`config.mk`:
```
export PLATFORM = sky130hd
export DESIGN_NAME = tmds_channel_encoder
export DESIGN_NICKNAME = d
export VERILOG_FILES = /design/src/rtl/tmds_pkg.sv /design/src/rtl/tmds_qm_stage.sv /design/src/rtl/tmds_channel_encoder.sv
export SDC_FILE = /design/constraint.sdc
export NUM_CORES = 1
export LEC_CHECK = 0
export CAP_MARGIN = 5
export CORE_ASPECT_RATIO = 1.5
export CORE_MARGIN = 4
export CORE_UTILIZATION = 50
export DETAILED_ROUTE_END_ITERATION = 12
export PLACE_DENSITY_LB_ADDON = 0.25
export SLEW_MARGIN = 10
export SYNTH_ARGS = -nofsm -noshare
export SYNTH_HDL_FRONTEND = slang
export SYNTH_SLANG_ARGS = --single-unit
```
`constraint.sdc`:
```
create_clock -name clk -period 13.4 [get_ports clk]
set_input_delay 2.68 -clock clk [delete_from_list [all_inputs] [get_ports clk]]
set_output_delay 2.68 -clock clk [all_outputs]
set_load 0.02 [all_outputs]
```
`src/rtl/tmds_pkg.sv`:
```
// Shared types, code tables and helpers for the TMDS channel encoder.
// Every code is written with its MSB on the left; dout[0] is sent first.
package tmds_pkg;

  typedef enum logic [1:0] {
    CTRL  = 2'd0,
    VIDEO = 2'd1,
    TERC4 = 2'd2,
    GUARD = 2'd3
  } tmds_mode_t;

  localparam logic [9:0] CTRL_CODE [4] = '{
    10'b1101010100, 10'b0010101011, 10'b0101010100, 10'b1010101011
  };

  localparam logic [9:0] TERC4_CODE [16] = '{
    10'b1010011100, 10'b1001100011, 10'b1011100100, 10'b1011100010,
    10'b0101110001, 10'b0100011110, 10'b0110001110, 10'b0100111100,
    10'b1011001100, 10'b0100111001, 10'b0110011100, 10'b1011000110,
    10'b1010001110, 10'b1001110001, 10'b0101100011, 10'b1011000011
  };

  localparam logic [9:0] GB_VID_CH02 = 10'b1011001100;
  localparam logic [9:0] GB_VID_CH1  = 10'b0100110011;

  function automatic logic [3:0] popcount8(input logic [7:0] v);
    logic [3:0] n;
    n = '0;
    for (int i = 0; i < 8; i++) n = n + {3'b000, v[i]};
    return n;
  endfunction

endpackage

```
`src/rtl/tmds_qm_stage.sv`:
```
// Stage 1: XOR/XNOR transition minimiser plus the registered side-band
// (mode, ctrl, aux) that travels alongside it to stage 2.
module tmds_qm_stage
  import tmds_pkg::*;
(
  input  logic       clk,
  input  logic       rst,
  input  tmds_mode_t mode,
  input  logic [7:0] din,
  input  logic [1:0] ctrl,
  input  logic [3:0] aux,
  output logic [8:0] qm,
  output logic [3:0] n1q,
  output tmds_mode_t mode_q,
  output logic [1:0] ctrl_q,
  output logic [3:0] aux_q
);

  logic [3:0] n1d;
  logic       use_xnor;
  logic [8:0] qm_d;

  assign n1d      = popcount8(din);
  assign use_xnor = (n1d > 4'd4) || ((n1d == 4'd4) && !din[0]);

  // NOTE: every always_comb output gets a default first so no path can infer a latch.
  always_comb begin
    qm_d    = '0;
    qm_d[0] = din[0];
    for (int i = 1; i < 8; i++)
      qm_d[i] = use_xnor ? ~(qm_d[i-1] ^ din[i]) : (qm_d[i-1] ^ din[i]);
    qm_d[8] = ~use_xnor;
  end

  // NOTE: registers use non-blocking assignments so all flops update together.
  always_ff @(posedge clk) begin
    if (rst) begin
      qm     <= '0;
      n1q    <= '0;
      mode_q <= CTRL;
      ctrl_q <= 2'b00;
      aux_q  <= '0;
    end else begin
      qm     <= qm_d;
      n1q    <= popcount8(qm_d[7:0]);
      mode_q <= mode;
      ctrl_q <= ctrl;
      aux_q  <= aux;
    end
  end

endmodule

```
`src/rtl/tmds_channel_encoder.sv`:
```
// Single-lane TMDS encoder: video 8b/10b with DC balance, CTRL, TERC4 and
// guard-band symbols, all with the same two-register latency.
module tmds_channel_encoder
  import tmds_pkg::*;
#(
  parameter int CHANNEL = 0,
  parameter int DISP_W  = 5
) (
  input  logic                     clk,
  input  logic                     rst,
  input  tmds_mode_t               mode,
  input  logic [7:0]               din,
  input  logic [1:0]               ctrl,
  input  logic [3:0]               aux,
  output logic [9:0]               dout,
  output logic signed [DISP_W-1:0] disparity
);

  localparam logic [9:0]               GB_CODE = (CHANNEL == 1) ? GB_VID_CH1 : GB_VID_CH02;
  localparam logic signed [DISP_W-1:0] D_ZERO  = '0;
  localparam logic signed [DISP_W-1:0] D_TWO   = DISP_W'(2);
  localparam logic signed [DISP_W-1:0] D_EIGHT = DISP_W'(8);

  logic [8:0]               qm;
  logic [3:0]               n1q;
  tmds_mode_t               mode_q;
  logic [1:0]               ctrl_q;
  logic [3:0]               aux_q;

  logic [9:0]               dout_d;
  logic signed [DISP_W-1:0] cnt_q, cnt_d;
  logic signed [DISP_W-1:0] n1s, n0s, diff;
  logic                     cnt_pos, cnt_neg;

  tmds_qm_stage u_qm (
    .clk    (clk),
    .rst    (rst),
    .mode   (mode),
    .din    (din),
    .ctrl   (ctrl),
    .aux    (aux),
    .qm     (qm),
    .n1q    (n1q),
    .mode_q (mode_q),
    .ctrl_q (ctrl_q),
    .aux_q  (aux_q)
  );

  assign n1s     = $signed({{(DISP_W-4){1'b0}}, n1q});
  assign n0s     = D_EIGHT - n1s;
  assign diff    = n1s - n0s;
  assign cnt_neg = cnt_q[DISP_W-1];
  assign cnt_pos = !cnt_q[DISP_W-1] && (cnt_q != D_ZERO);

  always_comb begin
    dout_d = CTRL_CODE[0];
    cnt_d  = D_ZERO;
    unique case (mode_q)
      CTRL:  dout_d = CTRL_CODE[ctrl_q];
      TERC4: dout_d = TERC4_CODE[aux_q];
      GUARD: dout_d = GB_CODE;
      VIDEO: begin
        if ((cnt_q == D_ZERO) || (n1q == 4'd4)) begin
          dout_d = {~qm[8], qm[8], qm[8] ? qm[7:0] : ~qm[7:0]};
          cnt_d  = cnt_q + (qm[8] ? diff : -diff);
        end else if ((cnt_pos && (n1q > 4'd4)) || (cnt_neg && (n1q < 4'd4))) begin
          // Inverting the data pulls the running disparity back toward zero.
          dout_d = {1'b1, qm[8], ~qm[7:0]};
          cnt_d  = cnt_q + (qm[8] ? D_TWO : D_ZERO) - diff;
        end else begin
          dout_d = {1'b0, qm[8], qm[7:0]};
          cnt_d  = cnt_q + diff - (qm[8] ? D_ZERO : D_TWO);
        end
      end
    endcase
  end

  always_ff @(posedge clk) begin
    if (rst) begin
      dout  <= CTRL_CODE[0];
      cnt_q <= D_ZERO;
    end else begin
      dout  <= dout_d;
      cnt_q <= cnt_d;
    end
  end

  assign disparity = cnt_q;

endmodule

```
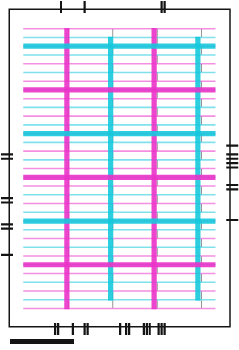
run_1/pdn.png
Scale bar: 20 um. Pins as bars on the die edge. Tap cells in gray.
VSS -> magenta
VDD -> cyan
met1 rails = 33
met4 straps = 4
signal pins = 33
tap cells = 68

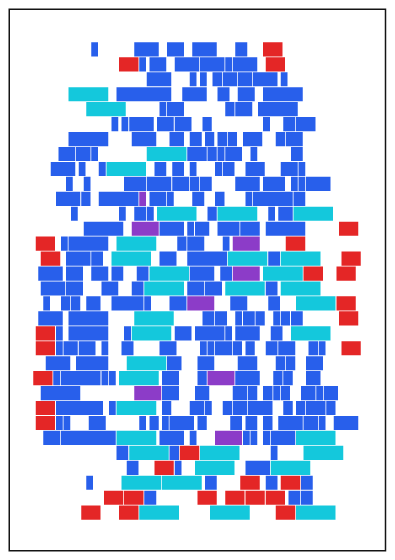
run_1/cell_classes.png
other buffers and delay cells -> red  # cells 31, share of their area 10%
clock drivers and dummy loads -> purple  # cells 8, share of their area 3.3%
all other logic -> blue  # cells 247, share of their area 64%
flip-flops -> cyan  # cells 35, share of their area 23%

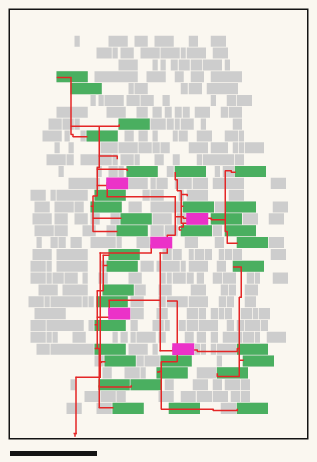
run_1/clock_map.png
Scale bar: 20 um.
clock wires -> red  # length 441 um
cells driving clock nets -> magenta  # count 5
flip-flops -> green  # count 35
routed clock nets = 6

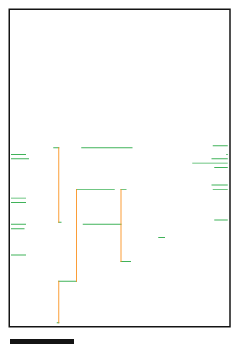
run_1/metal_stack.png
Scale bar: 20 um. Only two layers are drawn.
met3 -> green  # wire length 122 um
met4 -> orange  # wire length 87.0 um

==> impl_report.txt, run 1 <==
FLOW METRICS REPORT
----------------------------------------------------
[Flow run]
  Tally of OpenROAD warnings ........................ ~40
  Max-cap viol count ........................ 0

[Pwr]
  Cell-internal power ........................ between 0.3 and 0.4 mW
  Combinational Power Share ........................ 61.2%
  Combinational gate power ........................ 0.350 mW
  Part of the total power dissipated in the clock network ........................ 14.5%

[Placement]
  Tally of buffers added on design ports ........................ 31
  Post-place instance area ........................ 3050 um^2
  Placement Setup Slack ........................ 4.73 ns

[Cells and area]
  Max reg flops ........................ 10
  Fraction of final layout cells with drive strength greater than 1 ........................ 5.92%
  Inserted Diodes ........................ 0
  Most frequent cells in the layout ........................ 37 x inv_1, 35 x dfxtp_1, 31 x ha_1, 31 x clkdlybuf4s50_1
  Non-clk buf share ........................ 9.85%
  Proportion of cell area occupied by multi-input gates ........................ slightly below 60%
  #MultiIn Comb ........................ 210
  Synth-to-layout area growth ........................ 15.9%
  Most numerous logic cell after layout ........................ inv_1
  Register share of the cell area ........................ 22.2%
  Top cell category ........................ logic gates
  Count of clock buffers in the final design ........................ 8
  Core utilization of the finished layout ........................ 60.5%

[Drt]
  Total number of vias ........................ 2021
  Total met2 wirelength after detailed routing ........................ between 2000 and 3000 um
  DR WL/cell ........................ between 10 and 15 um
  Metal3 WL ........................ 121 um
  Post-detailed-route via-to-cell ratio ........................ approximately 5.2

[Setup path]
  Total number of cells along the worst setup path ........................ 21
  Cell seen most often among critical-path stages ........................ fa_1
  Reg2Reg Setup Slack ........................ about 11 ns
  Reg-to-Reg End ........................ disparity[2]
  Kind of end point of the critical path ........................ register
  Endpoint required time on the critical path ........................ 13.60 ns
  Maximum fanout along the worst path ........................ 5

[Synthesis]
  Post-Syn Area ........................ 2720 um^2
  Top flip-flop cell by instance count after synthesis ........................ dfxtp_1
  Mux contribution to synthesized area ........................ 1.52%
  Mapped Avg Cell Area ........................ 9.28 um^2
  Largest logic family ........................ adder cells
  Top cells by count, synth ........................ 37 x inv_1, 35 x dfxtp_1, 31 x ha_1
  Cell type with the highest aggregate area in the netlist ........................ dfxtp_1
  Share of synthesized cell area in and, or, nand and nor gates ........................ 12.9%
  Top cells by area ........................ dfxtp_1 26%, ha_1 14%, fa_1 9.6%, xnor2_1 6.8%, inv_1 5.1%
  Synth warn ........................ 0
  Sequential element share of the synthesized area ........................ 25.8%

[Clock network]
  Number of sinks handled by clock tree synthesis ........................ 35
  PostCTS Resize Cnt ........................ 0
  Root cell of the clock tree ........................ clkbuf_8

[Timing]
  Slew @ Worst Pin ........................ 1.06 ns
  Min Clock Period, post-route ........................ 8.36 ns
  Hold Violations, Final ........................ 0
  Post-route clock period utilization ........................ 62.4%
  RSZ-0062 raised after global routing ........................ no

[Global routing]
  All-layer global routing usage ........................ between 10% and 20%
  Global routing usage on met3 ........................ 2.19%
  Pin count of the biggest net entering global routing ........................ 32
  Layer with the highest usage ........................ met2

[Hold path]
  Launch point of the worst hold path ........................ u_qm.qm[7]

[Status]
  Status ........................ complete, no violations

----------------------------------------------------
==> run 2: changes to the inputs <==
clock period = 7.1 ns   (was 13.4 ns; I/O delays follow)
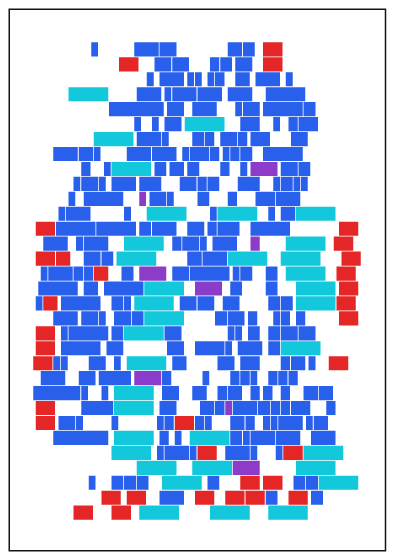
run_2/cell_classes.png
other buffers and delay cells -> red  # cells 34, share of their area 11%
all other logic -> blue  # cells 247, share of their area 64%
flip-flops -> cyan  # cells 35, share of their area 23%
clock drivers and dummy loads -> purple  # cells 8, share of their area 2.6%

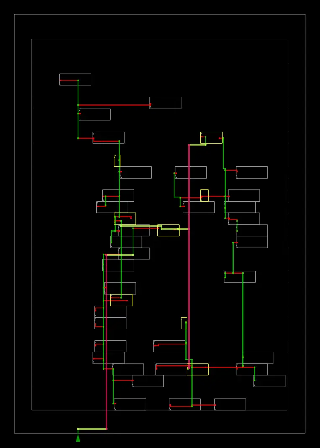
run_2/final_clocks.png
number of sinks handled by clock tree synthesis: 35
clk_lat worst skew: 0.29 ns
count of clock buffers in the final design: 7

==> run 2 against run 1 <==
Compared with the run above:
- sequential share of layout area fell by 0.062 points
- synthesized cell count did not move
- non-clock buffer count rose by 3
- synthesized area did not move
- final area rose by 0.28%
- sequential power rose by 89%
- first-iteration DRC count fell by 2.8%
- utilization rose by 0.17 points
- combinational power rose by 93%
- highest routed layer unchanged
==> impl_report.txt, run 2 <==
FLOW METRICS REPORT
----------------------------------------------------
[Status]
  Status ........................ complete, no violations

[Synthesis]
  Synthesized netlist cell count ........................ a little under 300
  Floorplan Nets ........................ 355
  Share of synthesized cell area in and, or, nand and nor gates ........................ 12.9% (unchanged)
  Largest logic family ........................ adder cells
  Top cells by count, synth ........................ 37 x inv_1, 35 x dfxtp_1, 31 x ha_1
  Sequential element share of the synthesized area ........................ 25.8% (unchanged)
  Top cells by area ........................ dfxtp_1 26%, ha_1 14%, fa_1 9.6%, xnor2_1 6.8%, inv_1 5.1%
  Synth warn ........................ 0 (unchanged)
  Cell type with the highest aggregate area in the netlist ........................ dfxtp_1
  Post-Syn Area ........................ 2720 um^2 (unchanged)
  Mapped Avg Cell Area ........................ 9.28 um^2 (unchanged)
  Mux contribution to synthesized area ........................ 1.52% (unchanged)
  Share of the synthesized area in the top cell type ........................ 25.8%
  Top flip-flop cell by instance count after synthesis ........................ dfxtp_1

[Cells and area]
  Number of non-clock inverters ........................ 37
  #MultiIn Comb ........................ 210 (unchanged)
  Core utilization of the finished layout ........................ 60.7% (+0.17 points)
  Proportion of cell area occupied by multi-input gates ........................ 57.6% (about the same)
  Max reg flops ........................ 10 (unchanged)
  Non-clk buf share ........................ 10.5% (+0.69 points)
  Fraction of final layout cells with drive strength greater than 1 ........................ 6.79% (+0.87 points)
  Inserted Diodes ........................ 0 (unchanged)
  Synth-to-layout area growth ........................ 16.2%
  Most frequent cells in the layout ........................ 37 x inv_1, 35 x dfxtp_1, 31 x ha_1, 31 x clkdlybuf4s50_1
  Top cell category ........................ logic gates
  Register share of the cell area ........................ 22.2% (-0.062 points)
  Most numerous logic cell after layout ........................ inv_1
  Finished layout cell area ........................ 3160 um^2

[Pwr]
  Part of the total power dissipated in the clock network ........................ 12.7% (-1.8 points)
  Sequential Power ........................ 0.263 mW
  Cell-internal power ........................ 0.631 mW (+86%)
  Combinational Power Share ........................ 62.8% (+1.6 points)
  Combinational gate power ........................ 0.676 mW (+93%)
  Cell area power density ........................ approximately 340 nW/um^2

[Setup path]
  Total number of cells along the worst setup path ........................ 21 (unchanged)
  Kind of end point of the critical path ........................ register
  Cell seen most often among critical-path stages ........................ fa_1
  Endpoint required time on the critical path ........................ 7.31 ns (-6.29 ns)
  Maximum fanout along the worst path ........................ 2 (-3)
  Reg-to-reg critical path startpoint ........................ disparity[1]
  Reg-to-Reg End ........................ disparity[2]
  Reg2Reg Setup Slack ........................ 4.38 ns (-6.32 ns)

[Drt]
  Highest routing layer actually used ........................ met4
  Overall routed net length ........................ about 5200 um
  Total met2 wirelength after detailed routing ........................ 2770 um (+3.4%)
  Metal3 WL ........................ 162 um (+34%)
  Post-detailed-route via-to-cell ratio ........................ 5.20 (about the same)
  Total number of vias ........................ 2038 (+0.84%)
  Drt first pass iters ........................ 4
  DR WL/cell ........................ 13.1 um (+2.5%)

[Global routing]
  All-layer global routing usage ........................ 17.1% (+0.72 points)
  Antenna violations before repair ........................ 0
  Global routing usage on met3 ........................ 2.53% (+0.35 points)
  Layer with the highest usage ........................ met2
  Pin count of the biggest net entering global routing ........................ 32 (unchanged)

[Placement]
  Inst Count DP ........................ approximately 380
  Tally of buffers added on design ports ........................ 31 (unchanged)
  Post-place instance area ........................ 3070 um^2 (+0.74%)
  Placement Setup Slack ........................ -0.109 ns (-4.84 ns)

[Timing]
  Post-route clock period utilization ........................ 96.4%
  Hold Violations, Final ........................ 0 (unchanged)
  Slew @ Worst Pin ........................ 1.10 ns (+0.0396 ns)
  Slew headroom ........................ 26.2%
  Min Clock Period, post-route ........................ slightly below 7 ns

[Floorplanning]
  Initial standard-cell utilization of the core ........................ 52.2%

[Hold path]
  Launch point of the worst hold path ........................ u_qm.qm[7]

[Flow run]
  Tally of OpenROAD warnings ........................ 40 (unchanged)
  Max-cap viol count ........................ 0 (unchanged)

[Clock network]
  PostCTS Resize Cnt ........................ 0 (unchanged)
  Root cell of the clock tree ........................ clkbuf_8
  TritonCTS clock tree ........................ done
  Setup Fix Bufs, Post-CTS ........................ 0

----------------------------------------------------
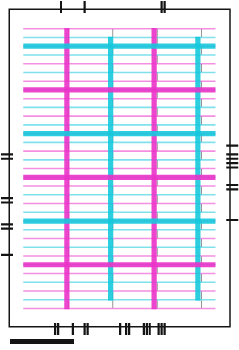
run_2/pdn.png
Scale bar: 20 um. Pins as bars on the die edge. Tap cells in gray.
VDD -> cyan
VSS -> magenta
signal pins = 33
met5 straps = 6
rows = 32

Power and IR drop assume default switching activity.
